==> run_1/placed.png <==
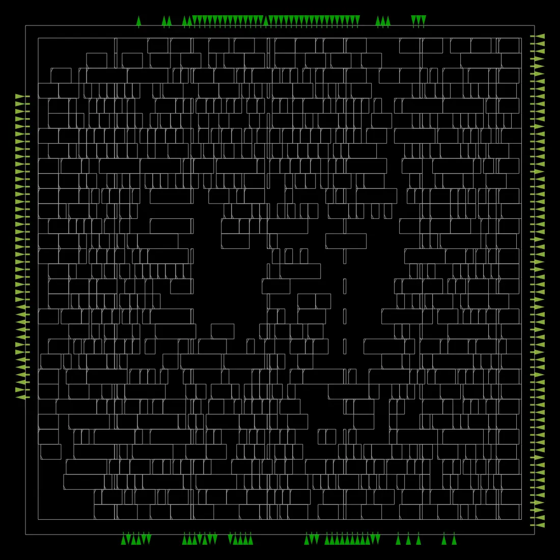
==> run_1/class_map.png <==
Scale bar: 20 um. Fill, decap, tap and diode cells in gray.
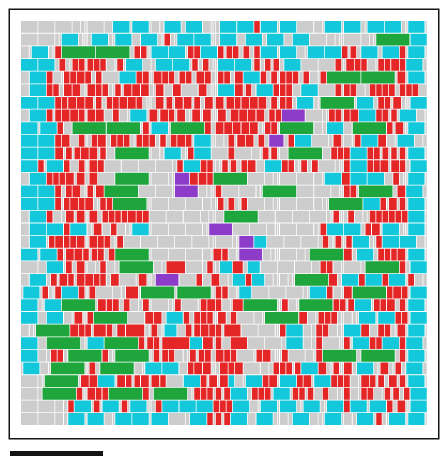
==> run_1/route_heat.png <==
The die is cut into 18 by 18 equal tiles; black is low, pale yellow is high, scaled to the fullest tile. Values are wire area over tile area, all layers added.
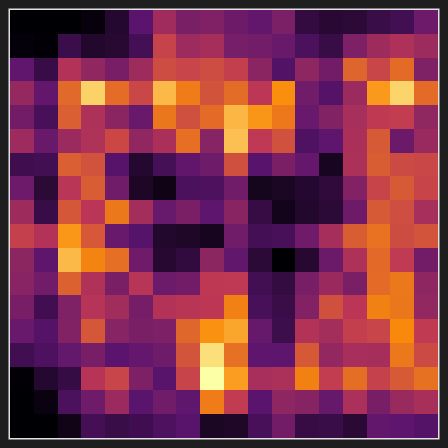
===== src/rtl/flt2fix_arb.sv =====
// flt2fix_arb: round-robin arbiter feeding one shared float-to-index converter.
// Optional FLT2FIX_ARB_NEG_EN adds out_neg (operand sign captured with the result).
module flt2fix_arb #(
  parameter int NREQ = 4,
  parameter int IDW = 2
) (
  input  logic                 clk,
  input  logic                 rst,
  input  logic [NREQ-1:0]      req_valid,
  input  logic [32*NREQ-1:0]   req_flt,
  output logic [NREQ-1:0]      req_ready,
  output logic [31:0]          cvt_flt,
  input  logic [6:0]           cvt_idx,
  output logic                 out_valid,
  input  logic                 out_ready,
  output logic [6:0]           out_idx,
  output logic [IDW-1:0]       out_id
`ifdef FLT2FIX_ARB_NEG_EN
  ,
  output logic                 out_neg
`endif
);
  typedef enum logic [1:0] {IDLE, CONV, OUT} state_t;
  state_t state, state_nx;
  logic [IDW-1:0] p, win, scan, id;
  logic [31:0] op;
  logic grant;
  // scan downwards so the lowest offset from the pointer wins
  always_comb begin
    win = '0;
    scan = '0;
    for (int k = NREQ - 1; k >= 0; k--) begin
      scan = IDW'((int'(p) + k) % NREQ);
      if (req_valid[scan]) win = scan;
    end
  end
  always_ff @(posedge clk)
    if (rst) state <= IDLE;
    else state <= state_nx;
  always_comb
    state_nx = (state == CONV) ? OUT :
               (state == OUT && !out_ready) ? OUT :
               (|req_valid) ? CONV : IDLE;
  always_comb begin
    grant = !rst && (|req_valid) && (state == IDLE || (state == OUT && out_ready));
    req_ready = grant ? (NREQ'(1) << win) : '0;
    out_valid = !rst && state == OUT;
  end
  assign cvt_flt = op;
  always_ff @(posedge clk) begin
    if (rst) begin
      p <= '0;
      op <= '0;
      id <= '0;
      out_idx <= '0;
      out_id <= '0;
    end else begin
      if (grant) begin
        op <= req_flt[32*int'(win) +: 32];
        id <= win;
        p <= (int'(win) == NREQ - 1) ? '0 : win + IDW'(1);
      end
      if (state == CONV) begin
        out_idx <= cvt_idx;
        out_id <= id;
      end
    end
  end
`ifdef FLT2FIX_ARB_NEG_EN
  always_ff @(posedge clk)
    if (rst) out_neg <= 1'b0;
    else if (state == CONV) out_neg <= op[31];
`endif
endmodule


===== config.mk =====
export PLATFORM = sky130hd
export DESIGN_NAME = flt2fix_arb
export DESIGN_NICKNAME = d
export VERILOG_FILES = /design/src/rtl/flt2fix_arb.sv
export SDC_FILE = /design/constraint.sdc
export NUM_CORES = 1
export LEC_CHECK = 0
export ABC_AREA = 1
export CAP_MARGIN = 20
export CORE_MARGIN = 2
export CORE_UTILIZATION = 42
export DETAILED_ROUTE_END_ITERATION = 6
export PLACE_DENSITY = 0.88
export RECOVER_POWER = 25
export SYNTH_ARGS = -nofsm -noshare
export SYNTH_HDL_FRONTEND = slang
export SYNTH_SLANG_ARGS = --single-unit

===== constraint.sdc =====
create_clock -name clk -period 8.02 [get_ports clk]
set_clock_uncertainty 0.1 [all_clocks]
set_input_delay 2.406 -clock clk [delete_from_list [all_inputs] [get_ports clk]]
set_output_delay 2.406 -clock clk [all_outputs]
set_load 0.005 [all_outputs]

==> impl_results.html, run 1 <==
<!-- implementation run metrics -->
<table>
<tr><th>Metric</th><th>Value</th></tr>
<tr><th colspan="2">Global routing</th></tr>
<tr><td>Antenna violations before repair</td><td>0</td></tr>
<tr><td>Total GRT Usage</td><td>24.9%</td></tr>
<tr><td>Number of global-route vias before repair</td><td>3986</td></tr>
<tr><td>Wire length of the first global-routing pass</td><td>17400 um</td></tr>
<tr><td>GRT met1 Usage</td><td>28.3%</td></tr>
<tr><th colspan="2">Cells and area</th></tr>
<tr><td>Clock buf/inv share</td><td>1.82%</td></tr>
<tr><td>Commonest non-fill, non-tap cells in the layout</td><td>174 x clkdlybuf4s50_1, 154 x nand2_1, 105 x nand3_1, 102 x nor2_1, 93 x inv_1</td></tr>
<tr><td>Register fraction of the total cell area</td><td>18.0%</td></tr>
<tr><td>Filler instances</td><td>664</td></tr>
<tr><td>Non-filler cells in the finished layout</td><td>857</td></tr>
<tr><th colspan="2">Yosys</th></tr>
<tr><td>Yosys Warn Count</td><td>0</td></tr>
<tr><td>Top flip-flop cell by instance count after synthesis</td><td>dfxtp_1</td></tr>
<tr><td>Synth Area in Compound Gates</td><td>5.23%</td></tr>
<tr><td>Synth Area per Inst</td><td>5.57 um2</td></tr>
<tr><td>Share of synthesized area spent on multiplexers</td><td>0%</td></tr>
<tr><td>Largest cells by area</td><td>dfxtp_1 29%, nand2_1 18%, nand3_1 16%</td></tr>
<tr><td>Xor and xnor area share after synthesis</td><td>0%</td></tr>
<tr><th colspan="2">Routing</th></tr>
<tr><td>Post-route met1 wirelength</td><td>4570 um</td></tr>
<tr><td>Met2 Routed Length</td><td>5540 um</td></tr>
<tr><td>First-pass iteration count of the detailed router</td><td>5</td></tr>
<tr><td>Total wire length after detailed routing</td><td>11200 um</td></tr>
<tr><td>Top routing layer used</td><td>met4</td></tr>
<tr><th colspan="2">Pwr</th></tr>
<tr><td>Cell-internal power</td><td>538 uW</td></tr>
<tr><td>Worst VDD drop</td><td>0.102 mV</td></tr>
<tr><td>Part of the total power dissipated in combinational logic</td><td>51.3%</td></tr>
<tr><td>Clock network power share</td><td>17.0%</td></tr>
<tr><td>Power per cell area</td><td>172 nW/um2</td></tr>
<tr><td>Power dissipated in sequential cells</td><td>285 uW</td></tr>
<tr><td>Leakage Power</td><td>0.00258 uW</td></tr>
<tr><td>Tot Pwr</td><td>899 uW</td></tr>
<tr><th colspan="2">Place</th></tr>
<tr><td>Estimated wirelength of the detail-placed design</td><td>8410 um</td></tr>
<tr><td>RePlAce Congestion</td><td>0.930</td></tr>
<tr><th colspan="2">STA</th></tr>
<tr><td>Measured slew at the worst slew-check pin</td><td>1.66 ns</td></tr>
<tr><td>Number of max-slew violations in the final report</td><td>37</td></tr>
<tr><td>Crit share post-route</td><td>92.4%</td></tr>
<tr><td>Total negative setup slack</td><td>0 ns</td></tr>
<tr><td>Setup repair after global routing missed its margin</td><td>false</td></tr>
<tr><th colspan="2">CTS</th></tr>
<tr><td>H-tree depth</td><td>2</td></tr>
<tr><td>CTS tree</td><td>yes</td></tr>
<tr><td>Clock root buffer master</td><td>clkbuf_8</td></tr>
<tr><td>CTS hold repair buffers</td><td>0</td></tr>
<tr><td>Total CTS buffers</td><td>5</td></tr>
<tr><th colspan="2">Run status</th></tr>
<tr><td>Outcome</td><td>complete, but fails checks</td></tr>
<tr><td>Failing checks</td><td>max-capacitance violations, max-slew violations</td></tr>
<tr><th colspan="2">Worst setup path</th></tr>
<tr><td>Number of cells traversed by the worst register-to-register path</td><td>13</td></tr>
<tr><td>Startpoint of the most critical setup path</td><td>rst</td></tr>
<tr><td>Peak per-stage delay on the critical path</td><td>0.56 ns</td></tr>
<tr><td>CP Capture Type</td><td>output pin</td></tr>
<tr><th colspan="2">Flow run</th></tr>
<tr><td>Max Cap Viol</td><td>1</td></tr>
<tr><th colspan="2">Floorplan</th></tr>
<tr><td>Overall die height</td><td>92.0 um</td></tr>
<tr><td>Count of pins on the block boundary</td><td>188</td></tr>
<tr><th colspan="2">Min path</th></tr>
<tr><td>Min-delay worst type</td><td>flop to flop</td></tr>
</table>
Back to the opening pictures, placed.png:
number of placement rows: 32
Tap Cells: 102

Back to the opening pictures, class_map.png:
- registers: green (cells 47; share of their area 18%)
- clock drivers and dummy loads: purple (cells 8; share of their area 1.9%)
- remaining buffers and delay cells: cyan (cells 196; share of their area 38%)
- remaining logic cells: red (cells 504; share of their area 42%)
total core area: 7610 um2
Util after Layout: 68.6%

Back to the opening pictures, route_heat.png:
- densest ninth of the die: top middle
- nearly empty tiles: 3.4%
- fullest tile: 0.57

==> inputs of run 2 (changes only) <==
--- a/config.mk
+++ b/config.mk
@@ -7,7 +7,6 @@
 export LEC_CHECK = 0
 export ABC_AREA = 1
 export CAP_MARGIN = 20
-export CORE_MARGIN = 2
 export CORE_UTILIZATION = 42
 export DETAILED_ROUTE_END_ITERATION = 6
 export PLACE_DENSITY = 0.88
==> run_2/placed.png <==
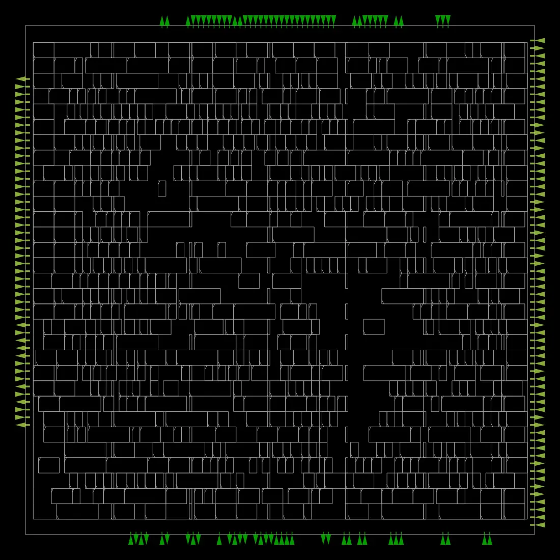
non-filler cells in the finished layout: 853
Tap Cells: 99

==> impl_results.html, run 2 <==
<!-- implementation run metrics -->
<table>
<tr><th>Metric</th><th>Value</th></tr>
<tr><th colspan="2">Run status</th></tr>
<tr><td>Outcome</td><td>complete, but fails checks (unchanged)</td></tr>
<tr><td>Failing checks</td><td>max-capacitance violations, max-slew violations (unchanged)</td></tr>
<tr><th colspan="2">CTS</th></tr>
<tr><td>H-tree depth</td><td>2 (unchanged)</td></tr>
<tr><td>CTS hold repair buffers</td><td>0 (unchanged)</td></tr>
<tr><td>CTS tree</td><td>yes (unchanged)</td></tr>
<tr><td>Post-CTS Resized</td><td>0 (unchanged)</td></tr>
<tr><td>Clock slew seen by the registers of the worst setup and hold paths</td><td>0.11 ns (was 0.10 ns)</td></tr>
<tr><td>Buffers inserted by post-CTS timing repair</td><td>0 (unchanged)</td></tr>
<tr><td>Total CTS buffers</td><td>5 (unchanged)</td></tr>
<tr><td>Clock root buffer master</td><td>clkbuf_8 (unchanged)</td></tr>
<tr><th colspan="2">Cells and area</th></tr>
<tr><td>Filler instances</td><td>636 (was 664)</td></tr>
<tr><td>Clock buf/inv share</td><td>1.85% (was 1.82%)</td></tr>
<tr><td>Commonest Layout Cell</td><td>clkdlybuf4s50_1 (unchanged)</td></tr>
<tr><td>Register Area</td><td>941 um2 (unchanged)</td></tr>
<tr><td>Max FFs per register</td><td>32 (unchanged)</td></tr>
<tr><td>Commonest non-fill, non-tap cells in the layout</td><td>174 x clkdlybuf4s50_1, 154 x nand2_1, 105 x nand3_1, 102 x nor2_1, 93 x inv_1 (unchanged)</td></tr>
<tr><td>Util after Layout</td><td>70.7% (was 68.6%)</td></tr>
<tr><td>Register fraction of the total cell area</td><td>18.1% (was 18.0%)</td></tr>
<tr><td>Number of clock-tree buffers in the layout</td><td>5 (unchanged)</td></tr>
<tr><th colspan="2">Floorplan</th></tr>
<tr><td>Overall die height</td><td>90.0 um (was 92.0 um)</td></tr>
<tr><td>Total core area</td><td>7370 um2 (was 7610 um2)</td></tr>
<tr><td>Count of pins on the block boundary</td><td>188 (unchanged)</td></tr>
<tr><td>Number of placement rows</td><td>31 (was 32)</td></tr>
<tr><th colspan="2">Routing</th></tr>
<tr><td>Number of design-rule violations left by the first detailed-router iteration</td><td>257 (was 250)</td></tr>
<tr><td>Remaining antenna violation count after routing</td><td>0 (unchanged)</td></tr>
<tr><td>Met2 Routed Length</td><td>5210 um (was 5540 um)</td></tr>
<tr><td>Total length of routed met3 wires</td><td>762 um (was 906 um)</td></tr>
<tr><td>First-pass iteration count of the detailed router</td><td>5 (unchanged)</td></tr>
<tr><td>Post-route DRC</td><td>0 (unchanged)</td></tr>
<tr><td>Top routing layer used</td><td>met4 (unchanged)</td></tr>
<tr><td>Post-route met1 wirelength</td><td>4510 um (was 4570 um)</td></tr>
<tr><td>Total wire length after detailed routing</td><td>10700 um (was 11200 um)</td></tr>
<tr><th colspan="2">Global routing</th></tr>
<tr><td>Antenna violations before repair</td><td>0 (unchanged)</td></tr>
<tr><td>Grt peak-use layer</td><td>met2 (unchanged)</td></tr>
<tr><td>GRT met1 Usage</td><td>30.6% (was 28.3%)</td></tr>
<tr><td>Wire length of the first global-routing pass</td><td>17100 um (was 17400 um)</td></tr>
<tr><td>Number of global-route vias before repair</td><td>3682 (was 3986)</td></tr>
<tr><td>Met2 track demand over resource in global routing</td><td>46.6% (was 46.0%)</td></tr>
<tr><td>Total GRT Usage</td><td>25.6% (was 24.9%)</td></tr>
<tr><td>GR Overflow Total</td><td>0 (unchanged)</td></tr>
<tr><th colspan="2">Pwr</th></tr>
<tr><td>Worst VDD drop</td><td>0.0975 mV (was 0.102 mV)</td></tr>
<tr><td>Power per cell area</td><td>172 nW/um2 (about the same)</td></tr>
<tr><td>Part of the total power dissipated in combinational logic</td><td>50.8% (was 51.3%)</td></tr>
<tr><td>Clock network power share</td><td>17.5% (was 17.0%)</td></tr>
<tr><td>Tot Pwr</td><td>897 uW (was 899 uW)</td></tr>
<tr><td>Leakage Power</td><td>0.00258 uW (about the same)</td></tr>
<tr><td>Power dissipated in sequential cells</td><td>284 uW (was 285 uW)</td></tr>
<tr><td>Cell-internal power</td><td>537 uW (was 538 uW)</td></tr>
<tr><th colspan="2">Worst setup path</th></tr>
<tr><td>Crit path kind</td><td>primary input to output pin (unchanged)</td></tr>
<tr><td>Critical register-to-register path endpoint</td><td>cvt_flt[22] (was cvt_flt[0])</td></tr>
<tr><td>CP Capture Type</td><td>output pin (unchanged)</td></tr>
<tr><td>Setup slack on the worst flop-to-flop path</td><td>5.34 ns (was 5.58 ns)</td></tr>
<tr><td>Number of cells traversed by the worst register-to-register path</td><td>13 (unchanged)</td></tr>
<tr><td>Startpoint of the most critical setup path</td><td>rst (unchanged)</td></tr>
<tr><td>Setup crit end</td><td>req_ready[3] (unchanged)</td></tr>
<tr><td>Critical-path maximum fanout</td><td>30 (was 31)</td></tr>
<tr><td>Chain of cells forming the critical path</td><td>dlygate4sd3_1 -&gt; inv_1 -&gt; o21ai_0 -&gt; nor3_4 -&gt; buf_4 -&gt; inv_2 -&gt; nor3_1 -&gt; clkdlybuf4s50_1 (unchanged)</td></tr>
<tr><td>Crit-path slowest cell</td><td>clkdlybuf4s50_1 (was dlygate4sd3_1)</td></tr>
<tr><td>Peak per-stage delay on the critical path</td><td>0.56 ns (about the same)</td></tr>
<tr><th colspan="2">Yosys</th></tr>
<tr><td>Chip area in the Yosys report</td><td>3260 um2 (unchanged)</td></tr>
<tr><td>Synth Area in Compound Gates</td><td>5.23% (unchanged)</td></tr>
<tr><td>Share of synthesized area spent on multiplexers</td><td>0% (unchanged)</td></tr>
<tr><td>Yosys Warn Count</td><td>0 (unchanged)</td></tr>
<tr><td>Top flip-flop cell by instance count after synthesis</td><td>dfxtp_1 (unchanged)</td></tr>
<tr><td>Synth Area per Inst</td><td>5.57 um2 (unchanged)</td></tr>
<tr><td>Yosys reg bits</td><td>47 (unchanged)</td></tr>
<tr><td>Largest cells by area</td><td>dfxtp_1 29%, nand2_1 18%, nand3_1 16% (unchanged)</td></tr>
<tr><td>Area share of the largest cell type after synthesis</td><td>28.9% (unchanged)</td></tr>
<tr><td>Number of enable-type register cells in the synthesized netlist</td><td>0 (unchanged)</td></tr>
<tr><td>Xor and xnor area share after synthesis</td><td>0% (unchanged)</td></tr>
<tr><th colspan="2">Place</th></tr>
<tr><td>RePlAce Congestion</td><td>0.876 (was 0.930)</td></tr>
<tr><td>Estimated wirelength of the detail-placed design</td><td>7980 um (was 8410 um)</td></tr>
<tr><td>Worst setup slack before clock tree synthesis</td><td>0.661 ns (was 0.957 ns)</td></tr>
<tr><th colspan="2">STA</th></tr>
<tr><td>Number of max-slew violations in the final report</td><td>37 (unchanged)</td></tr>
<tr><td>Fin Hold WS</td><td>0.356 ns (was 0.385 ns)</td></tr>
<tr><td>Crit path time final</td><td>7.54 ns (was 7.41 ns)</td></tr>
<tr><td>Measured slew at the worst slew-check pin</td><td>1.71 ns (was 1.66 ns)</td></tr>
<tr><td>Setup repair after global routing missed its margin</td><td>false (unchanged)</td></tr>
<tr><td>Final-report setup violation count</td><td>0 (unchanged)</td></tr>
<tr><td>Total negative setup slack</td><td>0 ns (unchanged)</td></tr>
<tr><td>Crit share post-route</td><td>94.1% (was 92.4%)</td></tr>
<tr><td>Worst Setup Slack, final</td><td>0.477 ns (was 0.613 ns)</td></tr>
<tr><th colspan="2">Flow run</th></tr>
<tr><td>Number of warnings in the stage logs</td><td>26 (unchanged)</td></tr>
<tr><td>Max Cap Viol</td><td>1 (unchanged)</td></tr>
<tr><th colspan="2">Min path</th></tr>
<tr><td>Min-delay worst type</td><td>flop to flop (unchanged)</td></tr>
</table>
==> inputs of run 3 (changes only) <==
--- a/config.mk
+++ b/config.mk
@@ -8,7 +8,10 @@
 export ABC_AREA = 1
 export CAP_MARGIN = 20
 export CORE_UTILIZATION = 42
+export CTS_BUF_LIST = sky130_fd_sc_hd__clkbuf_16
+export CTS_CLUSTER_SIZE = 12
 export DETAILED_ROUTE_END_ITERATION = 6
+export GPL_TIMING_DRIVEN = 0
 export PLACE_DENSITY = 0.88
 export RECOVER_POWER = 25
 export SYNTH_ARGS = -nofsm -noshare
==> run_3/placed.png <==
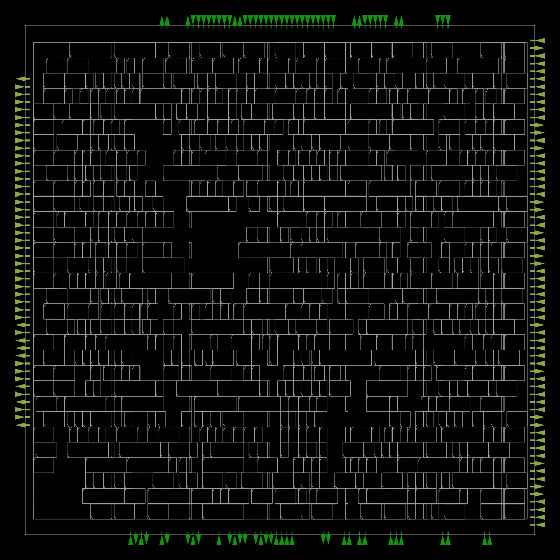
Util after Layout: 73.2%
sequential cells: 47

==> impl_results.html, run 3 <==
<!-- implementation run metrics -->
<table>
<tr><th>Metric</th><th>Value</th></tr>
<tr><th colspan="2">Place</th></tr>
<tr><td>Estimated wirelength of the detail-placed design</td><td>9310 um (was 7980 um)</td></tr>
<tr><td>Worst setup slack before clock tree synthesis</td><td>0.727 ns (was 0.661 ns)</td></tr>
<tr><td>RePlAce Congestion</td><td>0.936 (was 0.876)</td></tr>
<tr><th colspan="2">CTS</th></tr>
<tr><td>Clock slew seen by the registers of the worst setup and hold paths</td><td>0.08 ns (was 0.11 ns)</td></tr>
<tr><td>H-tree depth</td><td>2 (unchanged)</td></tr>
<tr><td>Buffers inserted by post-CTS timing repair</td><td>0 (unchanged)</td></tr>
<tr><td>Total CTS buffers</td><td>5 (unchanged)</td></tr>
<tr><td>CTS hold repair buffers</td><td>0 (unchanged)</td></tr>
<tr><td>Post-CTS Resized</td><td>0 (unchanged)</td></tr>
<tr><td>CTS tree</td><td>yes (unchanged)</td></tr>
<tr><th colspan="2">Cells and area</th></tr>
<tr><td>Clock buf/inv share</td><td>2.85% (was 1.85%)</td></tr>
<tr><td>Register Area</td><td>941 um2 (unchanged)</td></tr>
<tr><td>Register fraction of the total cell area</td><td>17.4% (was 18.1%)</td></tr>
<tr><td>Max FFs per register</td><td>32 (unchanged)</td></tr>
<tr><td>Multi-input gate share of the layout cell area</td><td>32.3% (was 33.5%)</td></tr>
<tr><td>Commonest non-fill, non-tap cells in the layout</td><td>174 x clkdlybuf4s50_1, 154 x nand2_1, 105 x nand3_1, 102 x nor2_1, 93 x inv_1 (unchanged)</td></tr>
<tr><td>Filler instances</td><td>600 (was 636)</td></tr>
<tr><td>Non-filler cells in the finished layout</td><td>877 (was 853)</td></tr>
<tr><td>Number of clock-tree buffers in the layout</td><td>5 (unchanged)</td></tr>
<tr><th colspan="2">Pwr</th></tr>
<tr><td>Leakage Power</td><td>0.00267 uW (was 0.00258 uW)</td></tr>
<tr><td>Power per cell area</td><td>187 nW/um2 (was 172 nW/um2)</td></tr>
<tr><td>Tot Pwr</td><td>1010 uW (was 897 uW)</td></tr>
<tr><td>Cell-internal power</td><td>617 uW (was 537 uW)</td></tr>
<tr><td>Clock network power share</td><td>22.0% (was 17.5%)</td></tr>
<tr><td>Power dissipated in sequential cells</td><td>283 uW (was 284 uW)</td></tr>
<tr><th colspan="2">Floorplan</th></tr>
<tr><td>Total core area</td><td>7370 um2 (unchanged)</td></tr>
<tr><td>Tap Cells</td><td>99 (unchanged)</td></tr>
<tr><td>Number of placement rows</td><td>31 (unchanged)</td></tr>
<tr><td>Horizontal extent of the die</td><td>90.0 um (unchanged)</td></tr>
<tr><td>Overall die height</td><td>90.0 um (unchanged)</td></tr>
<tr><td>Count of pins on the block boundary</td><td>188 (unchanged)</td></tr>
<tr><th colspan="2">Yosys</th></tr>
<tr><td>Synth Area per Inst</td><td>5.57 um2 (unchanged)</td></tr>
<tr><td>Xor and xnor area share after synthesis</td><td>0% (unchanged)</td></tr>
<tr><td>Synth Area in Compound Gates</td><td>5.23% (unchanged)</td></tr>
<tr><td>Share of synthesized area spent on multiplexers</td><td>0% (unchanged)</td></tr>
<tr><td>Yosys reg bits</td><td>47 (unchanged)</td></tr>
<tr><td>Area share of the largest cell type after synthesis</td><td>28.9% (unchanged)</td></tr>
<tr><td>Top flip-flop cell by instance count after synthesis</td><td>dfxtp_1 (unchanged)</td></tr>
<tr><td>Yosys Warn Count</td><td>0 (unchanged)</td></tr>
<tr><th colspan="2">STA</th></tr>
<tr><td>Crit path time final</td><td>7.39 ns (was 7.54 ns)</td></tr>
<tr><td>Total negative setup slack</td><td>0 ns (unchanged)</td></tr>
<tr><td>Worst Setup Slack, final</td><td>0.625 ns (was 0.477 ns)</td></tr>
<tr><td>Fin Hold WS</td><td>0.364 ns (was 0.356 ns)</td></tr>
<tr><td>Number of max-slew violations in the final report</td><td>0 (was 37)</td></tr>
<tr><td>Final-report setup violation count</td><td>0 (unchanged)</td></tr>
<tr><td>Measured slew at the worst slew-check pin</td><td>0.505 ns (was 1.71 ns)</td></tr>
<tr><td>Crit share post-route</td><td>92.2% (was 94.1%)</td></tr>
<tr><td>Setup repair after global routing missed its margin</td><td>false (unchanged)</td></tr>
<tr><th colspan="2">Worst setup path</th></tr>
<tr><td>Crit-path slowest cell</td><td>clkdlybuf4s50_1 (unchanged)</td></tr>
<tr><td>Number of cells traversed by the worst register-to-register path</td><td>14 (was 13)</td></tr>
<tr><td>CP Capture Type</td><td>output pin (unchanged)</td></tr>
<tr><td>Crit path kind</td><td>primary input to output pin (unchanged)</td></tr>
<tr><td>Cell repeated most along the worst path</td><td>clkdlybuf4s50_1</td></tr>
<tr><td>Critical-path maximum fanout</td><td>10 (was 30)</td></tr>
<tr><td>Peak per-stage delay on the critical path</td><td>0.52 ns (was 0.56 ns)</td></tr>
<tr><td>Buf/Inv on CP</td><td>4 (was 5)</td></tr>
<tr><td>Critical register-to-register path endpoint</td><td>cvt_flt[7] (was cvt_flt[22])</td></tr>
<tr><td>Startpoint of the most critical setup path</td><td>req_valid[2] (was rst)</td></tr>
<tr><td>Setup crit end</td><td>req_ready[0] (was req_ready[3])</td></tr>
<tr><td>Setup slack on the worst flop-to-flop path</td><td>5.88 ns (was 5.34 ns)</td></tr>
<tr><td>Chain of cells forming the critical path</td><td>clkdlybuf4s50_1 -&gt; inv_1 -&gt; nand3_1 -&gt; o21ai_0 -&gt; nor3_4 -&gt; clkbuf_1 -&gt; nand2_1 -&gt; nor2_1 -&gt; clkdlybuf4s50_1 (was dlygate4sd3_1 -&gt; inv_1 -&gt; o21ai_0 -&gt; nor3_4 -&gt; buf_4 -&gt; inv_2 -&gt; nor3_1 -&gt; clkdlybuf4s50_1)</td></tr>
<tr><th colspan="2">Global routing</th></tr>
<tr><td>Total GRT Usage</td><td>28.3% (was 25.6%)</td></tr>
<tr><td>Wire length of the first global-routing pass</td><td>18600 um (was 17100 um)</td></tr>
<tr><td>Grt peak-use layer</td><td>met2 (unchanged)</td></tr>
<tr><td>Antenna violations before repair</td><td>0 (unchanged)</td></tr>
<tr><td>Met2 track demand over resource in global routing</td><td>53.0% (was 46.6%)</td></tr>
<tr><td>GR Overflow Total</td><td>0 (unchanged)</td></tr>
<tr><td>GRT met1 Usage</td><td>31.6% (was 30.6%)</td></tr>
<tr><td>Number of global-route vias before repair</td><td>4002 (was 3682)</td></tr>
<tr><th colspan="2">Routing</th></tr>
<tr><td>Top routing layer used</td><td>met4 (unchanged)</td></tr>
<tr><td>Met2 Routed Length</td><td>6130 um (was 5210 um)</td></tr>
<tr><td>Remaining antenna violation count after routing</td><td>0 (unchanged)</td></tr>
<tr><td>Total length of routed met3 wires</td><td>1030 um (was 762 um)</td></tr>
<tr><td>Post-route met1 wirelength</td><td>4550 um (was 4510 um)</td></tr>
<tr><td>Number of design-rule violations left by the first detailed-router iteration</td><td>286 (was 257)</td></tr>
<tr><td>Post-route DRC</td><td>0 (unchanged)</td></tr>
<tr><td>First-pass iteration count of the detailed router</td><td>5 (unchanged)</td></tr>
<tr><th colspan="2">Flow run</th></tr>
<tr><td>Number of warnings in the stage logs</td><td>26 (unchanged)</td></tr>
<tr><td>Max Cap Viol</td><td>0 (was 1)</td></tr>
<tr><th colspan="2">Run status</th></tr>
<tr><td>Outcome</td><td>finished, final reports clean (was complete, but fails checks)</td></tr>
<tr><th colspan="2">Min path</th></tr>
<tr><td>Min-delay worst type</td><td>flop to flop (unchanged)</td></tr>
<tr><td>Hold-critical path depth</td><td>2 (unchanged)</td></tr>
</table>

==> layout pictures side by side <==
Signal wires by layer.
(a)
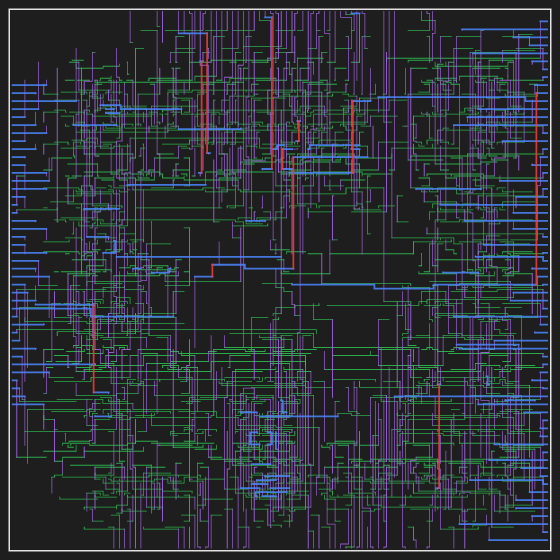
(b)
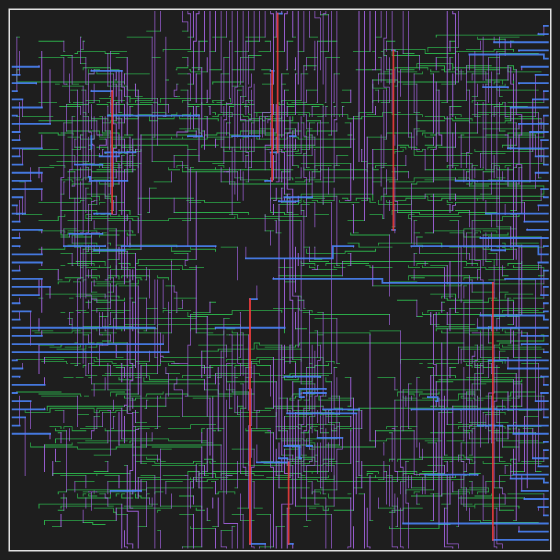
(c)
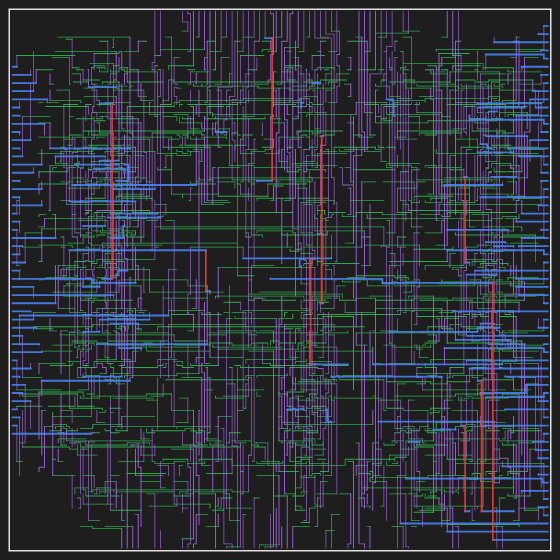
For run 3, see (c).
For run 1, see (a).
For run 2, see (b).

Key to (c):
- M1: green (wire length 4550 um)
- M4: red (wire length 199 um)
- M2: purple (wire length 6130 um)
- M3: blue (wire length 1030 um)

Power is estimated from default activity; no workload was simulated.
